==> run_1/detail.png <==
Region (31, 35) to (71, 75) um. Cells in gray, sequential cells in the stronger gray; small squares are vias.
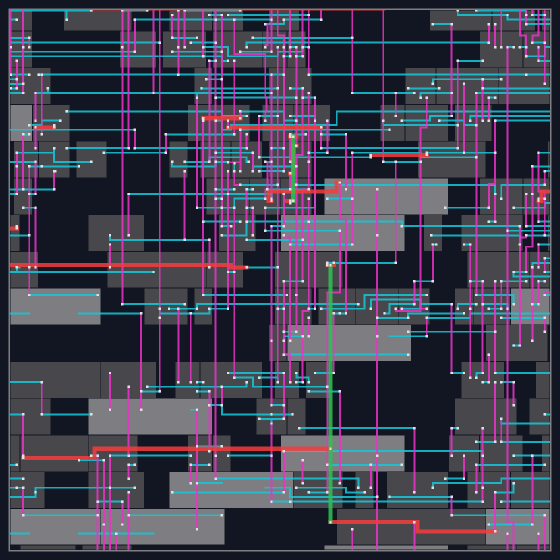
==> run_1/layer_met2.png <==
Scale: 3 px per um. Cells faint in the background.
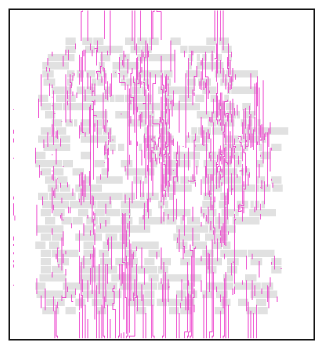
==> run_1/placement.png <==
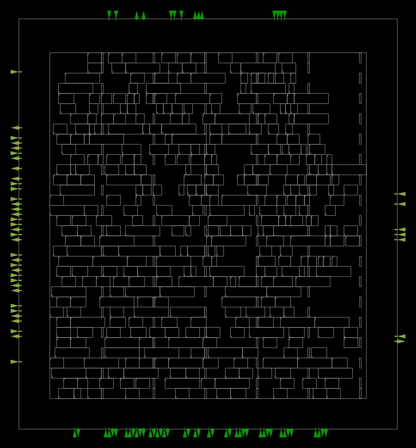
`config.mk`:
```
export PLATFORM = sky130hd
export DESIGN_NAME = spad_stream_reader
export DESIGN_NICKNAME = d
export VERILOG_FILES = /design/src/rtl/spad_stream_reader.sv
export SDC_FILE = /design/constraint.sdc
export NUM_CORES = 1
export LEC_CHECK = 0
export ABC_CLOCK_PERIOD_IN_PS = 3600
export CAP_MARGIN = 20
export CORE_ASPECT_RATIO = 1.1
export CORE_MARGIN = 8
export CORE_UTILIZATION = 40
export CTS_BUF_LIST = sky130_fd_sc_hd__clkbuf_4 sky130_fd_sc_hd__clkbuf_8
export CTS_CLUSTER_SIZE = 40
export DETAILED_ROUTE_END_ITERATION = 8
export PLACE_DENSITY_LB_ADDON = 0.1
export SLEW_MARGIN = 30
export SYNTH_ARGS = -nofsm -noshare
export SYNTH_HDL_FRONTEND = slang
export SYNTH_SLANG_ARGS = --single-unit
```
`constraint.sdc`:
```
create_clock -name clk -period 3.6 [get_ports clk]
set_input_delay 1.08 -clock clk [delete_from_list [all_inputs] [get_ports clk]]
set_output_delay 1.08 -clock clk [all_outputs]
set_load 0.02 [all_outputs]
```
`src/rtl/spad_stream_reader.sv`:
```
// Streams a contiguous scratchpad address range out on a valid/ready interface.
// One command (base, len) walks base..base+len-1 with address wrap. Each word is
// registered into out_data, and the final word is tagged with out_last.
// Ports:
//   clk, rst_n                  clock and async active-low reset
//   cmd_valid/cmd_ready         command handshake; cmd_base and cmd_len are the payload
//   spad_raddr/spad_rdata       scratchpad read port (combinational read)
//   out_valid/out_ready         output stream handshake; out_data and out_last are the payload
//   busy                        command in progress
//   done                        one-cycle completion pulse
module spad_stream_reader #(
  parameter int unsigned ADDR_WIDTH = 8,
  parameter int unsigned DATA_WIDTH = 32,
  parameter int unsigned LEN_WIDTH  = ADDR_WIDTH + 1
) (
  input  logic                  clk,
  input  logic                  rst_n,
  input  logic                  cmd_valid,
  output logic                  cmd_ready,
  input  logic [ADDR_WIDTH-1:0] cmd_base,
  input  logic [LEN_WIDTH-1:0]  cmd_len,
  output logic [ADDR_WIDTH-1:0] spad_raddr,
  input  logic [DATA_WIDTH-1:0] spad_rdata,
  output logic                  out_valid,
  input  logic                  out_ready,
  output logic [DATA_WIDTH-1:0] out_data,
  output logic                  out_last,
  output logic                  busy,
  output logic                  done
);

  typedef enum logic {IDLE = 1'b0, RUN = 1'b1} state_t;

  state_t                state_q, state_d;
  logic [LEN_WIDTH-1:0]  len_q, len_d;
  logic [LEN_WIDTH-1:0]  issued_q, issued_d;
  logic [ADDR_WIDTH-1:0] raddr_d;
  logic [DATA_WIDTH-1:0] data_d;
  logic                  valid_d, last_d, busy_d, done_d;
  logic                  load;

  // Ready is a pure decode of the state flop, so it is high in the same cycle as done.
  assign cmd_ready = (state_q == IDLE);

  // State register and datapath registers.
  always_ff @(posedge clk or negedge rst_n) begin
    if (!rst_n) begin
      state_q    <= IDLE;
      len_q      <= '0;
      issued_q   <= '0;
      spad_raddr <= '0;
      out_data   <= '0;
      out_valid  <= 1'b0;
      out_last   <= 1'b0;
      busy       <= 1'b0;
      done       <= 1'b0;
    end else begin
      state_q    <= state_d;
      len_q      <= len_d;
      issued_q   <= issued_d;
      spad_raddr <= raddr_d;
      out_data   <= data_d;
      out_valid  <= valid_d;
      out_last   <= last_d;
      busy       <= busy_d;
      done       <= done_d;
    end
  end

  // Next-state and next-output logic.
  always_comb begin
    state_d  = state_q;
    len_d    = len_q;
    issued_d = issued_q;
    raddr_d  = spad_raddr;
    data_d   = out_data;
    valid_d  = out_valid;
    last_d   = out_last;
    done_d   = 1'b0;
    load     = 1'b0;

    unique case (state_q)
      IDLE: begin
        if (cmd_valid) begin
          if (cmd_len != '0) begin
            len_d    = cmd_len;
            issued_d = '0;
            raddr_d  = cmd_base;
            state_d  = RUN;
          end else begin
            done_d = 1'b1;
          end
        end
      end
      RUN: begin
        // Refill the output register when it is empty or is being drained this cycle.
        load = (issued_q < len_q) && (!out_valid || out_ready);
        if (load) begin
          data_d   = spad_rdata;
          valid_d  = 1'b1;
          last_d   = (issued_q == len_q - LEN_WIDTH'(1));
          issued_d = issued_q + LEN_WIDTH'(1);
          raddr_d  = spad_raddr + ADDR_WIDTH'(1);
        end else if (out_valid && out_ready) begin
          valid_d = 1'b0;
          last_d  = 1'b0;
        end
        if (out_valid && out_ready && out_last) begin
          state_d = IDLE;
          done_d  = 1'b1;
        end
      end
      default: state_d = IDLE;
    endcase

    busy_d = (state_d == RUN);
  end

endmodule

```
==> qor.yml, run 1 <==
whs_ps: 489.3
holdBufCountCts: 0
fin_skew_ps: 10.78
logic_gate_count: 197
comb_share_pct: 33.99
drt_iter0_drc: 111
die_h_um: 109.7
power.switching_mw: 1.498
area_leaders: "dfrtp_1, mux2_1, ha_1"
r2r_start: "len_q[8]$_DFFE_PN0P_"
met2_length_um: 3964
met1_usage_pct: 18.33
grtUsageMet3_pct: 6.776
setup_viol_count_final: 0
warnings: 26
grt.overflow.total: 0
edf_count: 0
fin_crit_sh_pct: 81.64
hold_violations: 0
ys_seq_share_pct: 48.59
syn_to_final_growth_pct: 42.59
clkTransAtPathRegs_ps: 70
numSequentialCells: 62
chip_area_um2: 11100
layout_top_cell: "clkdlybuf4s50_1"
yosys_cells: 284
ys_sh_aoi_pct: 13.87
maxSlewHeadroom_pct: 46.78
syn_inst: 284
arrival_ps: 3140
min_to: "out_data[27]$_DFFE_PN0P_"
dp_hpwl_um: 6120
syn_nets: 349
rsz0062_at_grt: "no"
cts.sinks: 62
p_leak_nw: 1.907
intPower_mw: 2.335
top_cells_by_count: "dfrtp_1, mux2_1, nand2_1, inv_1"
synth.logic.top_family: "AND-OR/OR-AND gates"
comb_area_um2: 1548
reg_top3: "out_data (32), issued_q (9), len_q (9)"
grt_pass1_wl_um: 13540
postCtsSetupBuffers: 0
taps: 108
layout_min_cycle_time_ps: 2939
power_top_consumer: "combinational cells"
yosysTopAreaCell: "dfrtp_1"
routedWlPerCell_um: 16.49
rows: 34
powerComb_mw: 1.88
cts_tree: "yes"
wl_met1_um: 3600
async_flop_share_pct: 100.0
netlist_area_um2: 3193
gp_congestion: 0.8457
buf_share_pct: 22.81
cts_buffer_depth: 2
dpl.cell_count: 486
setup_tns_ps: 0
rrSetupSlack_ps: 1100
timing.rr.end: "issued_q[3]$_DFFE_PN0P_"
switching_share_pct: 39.08
crit_buf_inv: 2
htree_levels: 3
crit_required_ps: 3800
critPathSlowestCell: "clkdlybuf4s50_1"
ys_ff: 62
dpl_worst_slack_ps: 322.5
slowest_delay_ps: 510
n_all_buffers: 105
endpoint: "issued_q[3]$_DFFE_PN0P_"
grt_pass1_vias: 2736
top_cell: "dfrtp_1"
slew_viol_final: 0
dr_wl_met3_um: 630
antenna_found_initial: 0
drc: 0
maxCapViolCount: 0
holdPathStages: 1
stdcell_count: 502
synth_simple_gate_area_share_pct: 13.79
chipWidth_um: 101.2
grt_max_degree: 63
port_buffers: 97
p_seq_share_pct: 32.7
synth_top_area_share_pct: 48.59
synthXorXnorAreaFrac_pct: 2.469
dpl_cell_area_um2: 4325
fin_ws_ps: 661.0
hold_path.class: "register to register"
seq_share_pct: 34.08
flop_area_um2: 1551
final_cell_mix: "clkdlybuf4s50_1, dfrtp_1, mux2_1"
regMostFlops: "out_data"
vdd_drop_max_mv: 0.4447
worstMarginPinSlew_ps: 798.3
cts_buffers: 9
n_all_inverters: 14
adder_share_pct: 4.702
clock_buffers: 9
grt_busiest_layer: "met2"
crit_chain: "clkdlybuf4s50_1, nor2b_1, a2111oi_1, nand2_1, buf_4, o311ai_0, o31ai_1"
crit_start: "out_ready"
clk_latency_ps: 340
pg_seq_mw: 1.25
top_layer_used: "met4"
cts_root_buffer: "clkbuf_8"
ys_chip_area_um2: 3193
ctsResizeCount: 0
ant_nets: 0
nets: 454
yosys_warnings: 0
crit_fanout: 11
end_kind: "register"
power_mw: 3.833
hp-start: "out_data[27]$_DFFE_PN0P_"
ios: 98
rr_worst_depth: 7
synth.avg_cell_area_um2: 11.24
outcome: "complete, no violations"
fmax_mhz: 340.3
fp_util_pct: 40.79
clockPowerShare_pct: 18.3
clkCellAreaFrac_pct: 5.001
cp-start-kind: "input port"
firstDrtPassIters: 4
dominant_cells: "flip-flops and latches"
powerClk_mw: 0.701
stdcell_area_um2: 4553
ys_sh_mux_pct: 13.28
largest_register_ffs: 32
-- detail.png (at the start) --
[red] metal 3
[magenta] metal 2
[cyan] metal 1
[green] metal 4
netlist names of flops here include: `issued_q` (6), `out_data` (3)
cells with their middle in the window: 96
most frequent: dfrtp_1 (10), ha_1 (9), nand2_1 (8)
sequential cells in the window: 10

-- layer_met2.png (at the start) --
longest straight run: 46.9 um
wire length on this layer: 3960 um
main direction: vertical
Routed WL: 8279 um
total number of vias: 2665
GRT met2 Usage: 24.98%

-- placement.png (at the start) --
# fillers: 709
Core Box Area: 7828 um2
fin util: 58.17%

==> run_1/wires.png <==
Scale: 3 px per um. Only two layers are drawn.
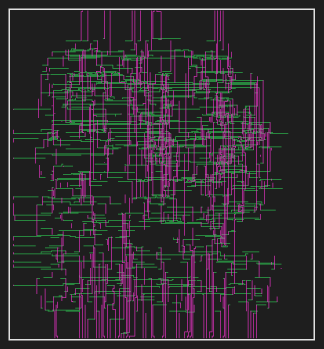

==> run 1 -> run 2 <==
Settings changed: ABC_CLOCK_PERIOD_IN_PS 3600 to 2700.
Clock period 3.6 ns to 2.7 ns, I/O delays scaled along.
==> run_2/wires.png <==
Scale: 3 px per um. Only two layers are drawn.
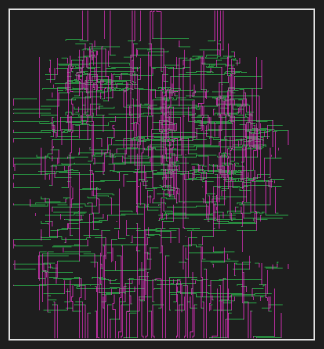
[magenta] metal 2 | wire length: 4080 um
[green] metal 1 | wire length: 3620 um
Routed WL: 8384 um
total number of vias: 2666
GR Util All Layers: 16.39%
wire per inst: 16.41 um

==> qor.yml, run 2 <==
pg_seq_mw: 1.65  # +32%
reg_top3: "out_data (32), issued_q (9), len_q (9)"
seq_share_pct: 33.56  # -0.52 points
grtUsageMet3_pct: 5.446  # -1.3 points
ys_seq_share_pct: 48.59  # unchanged
dpl.cell_count: 495  # +1.9%
crit_fanout: 5  # -6
grt_pass1_wl_um: 14150  # +4.5%
port_buffers: 97  # unchanged
buf_share_pct: 24.19  # +1.4 points
fin_skew_ps: 14.26  # +3.474 ps
netlist_area_um2: 3193  # unchanged
hold_violations: 0  # unchanged
clkCellAreaFrac_pct: 4.709  # -0.29 points
crit_required_ps: 2890  # -910 ps
finish.utilization_pct: 59.06  # +0.90 points
grt_max_degree: 37  # -41%
n_fill_cell: 688  # -3.0%
warnings: 26  # unchanged
ys_chip_area_um2: 3193  # unchanged
htree_levels: 3  # unchanged
worstMarginPinSlew_ps: 649.6  # -148.7 ps
comb_share_pct: 33.48  # -0.52 points
cts_tree: "yes"
rsz0062_at_grt: "no"
comb_area_um2: 1548  # unchanged
grt_busiest_layer: "met2"
p_seq_share_pct: 32.2  # -0.5 points
crit_buf_inv: 2  # unchanged
outcome: "complete, no violations"
clk_latency_ps: 340  # about the same
maxSlewHeadroom_pct: 56.69  # +9.9 points
antenna_found_initial: 0  # unchanged
stdcell_count: 511  # +1.8%
dpl_worst_slack_ps: -218.2  # -540.7 ps
numSequentialCells: 62  # unchanged
cts.sinks: 62  # unchanged
drt_iter0_drc: 101  # -9.0%
syn_inst: 284  # unchanged
met2_length_um: 4077  # +2.9%
adder_share_pct: 4.702  # unchanged
power.switching_mw: 1.967  # +31%
top_cells_by_count: "dfrtp_1, mux2_1, nand2_1, inv_1"
holdBufCountCts: 0  # unchanged
end_kind: "register"
clockPowerShare_pct: 17.6  # -0.7 points
chip_area_um2: 11100  # unchanged
wl_met1_um: 3615  # +0.42%
intPower_mw: 3.165  # +36%
syn_nets: 349  # unchanged
top_layer_used: "met4"
cts_buffer_depth: 2  # unchanged
arrival_ps: 2800  # -340 ps
ant_nets: 0  # unchanged
ys_ff: 62  # unchanged
grt.overflow.total: 0  # unchanged
n_all_buffers: 114  # +8.6%
power_top_consumer: "combinational cells"
rows: 34  # unchanged
drc: 0  # unchanged
dr_wl_met3_um: 557  # -12%
vdd_drop_max_mv: 0.6408  # +44%
cts_root_buffer: "clkbuf_8"
switching_share_pct: 38.33  # -0.75 points
fmax_mhz: 383.9
stdcell_area_um2: 4623  # +1.5%
met1_usage_pct: 20.19  # +1.9 points
maxCapViolCount: 0  # unchanged
grt_use_met2_pct: 25.73  # +0.75 points
core_area_um2: 7828  # unchanged
cp-start-kind: "input port"
largest_register_ffs: 32  # unchanged
cts_buffers: 9  # unchanged
crit_start: "out_ready"
synth.avg_cell_area_um2: 11.24  # unchanged
edf_count: 0  # unchanged
fin_crit_sh_pct: 96.47
area_leaders: "dfrtp_1, mux2_1, ha_1"
fin_ws_ps: 95.30  # -565.7 ps
yosys_cells: 284  # unchanged
die_h_um: 109.7  # unchanged
dominant_cells: "flip-flops and latches"
grt_pass1_vias: 2845  # +4.0%
dp_hpwl_um: 6411  # +4.8%
clock_buffers: 10  # +1
yosys_warnings: 0  # unchanged
powerComb_mw: 2.57  # +37%
top_cell: "dfrtp_1"
ios: 98  # unchanged
firstDrtPassIters: 4  # unchanged
yosysTopAreaCell: "dfrtp_1"
rr_worst_depth: 7  # unchanged
layout_min_cycle_time_ps: 2605
n_all_inverters: 14  # unchanged
rrSetupSlack_ps: 260  # -840 ps
postCtsSetupBuffers: 0  # unchanged
chipWidth_um: 101.2  # unchanged
endpoint: "issued_q[7]$_DFFE_PN0P_"
synth.logic.top_family: "AND-OR/OR-AND gates"
critPathSlowestCell: "clkdlybuf4s50_1"
taps: 108  # unchanged
p_leak_nw: 1.949  # +2.2%
nets: 463  # +2.0%
slowest_delay_ps: 510  # about the same
layout_top_cell: "clkdlybuf4s50_1"
==> run_2/detail.png <==
Region (31, 35) to (71, 75) um. Cells in gray, sequential cells in the stronger gray; small squares are vias.
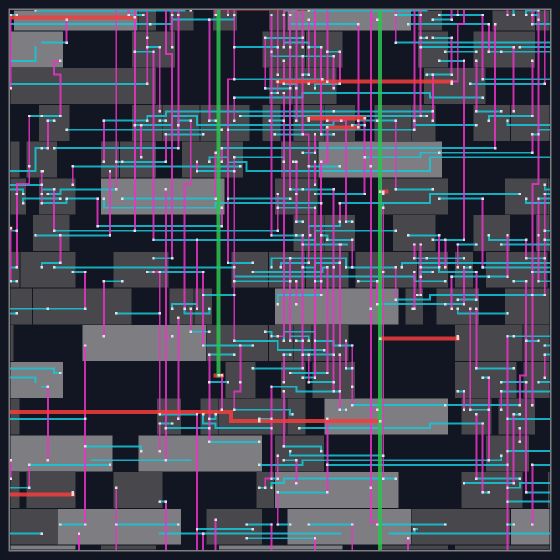
[red] metal 3
[cyan] metal 1
[magenta] metal 2
[green] metal 4
most frequent: dfrtp_1 (12), ha_1 (9)
cells with their middle in the window: 95
sequential cells in the window: 12
netlist names of flops here include: `issued_q` (7), `out_data` (3)

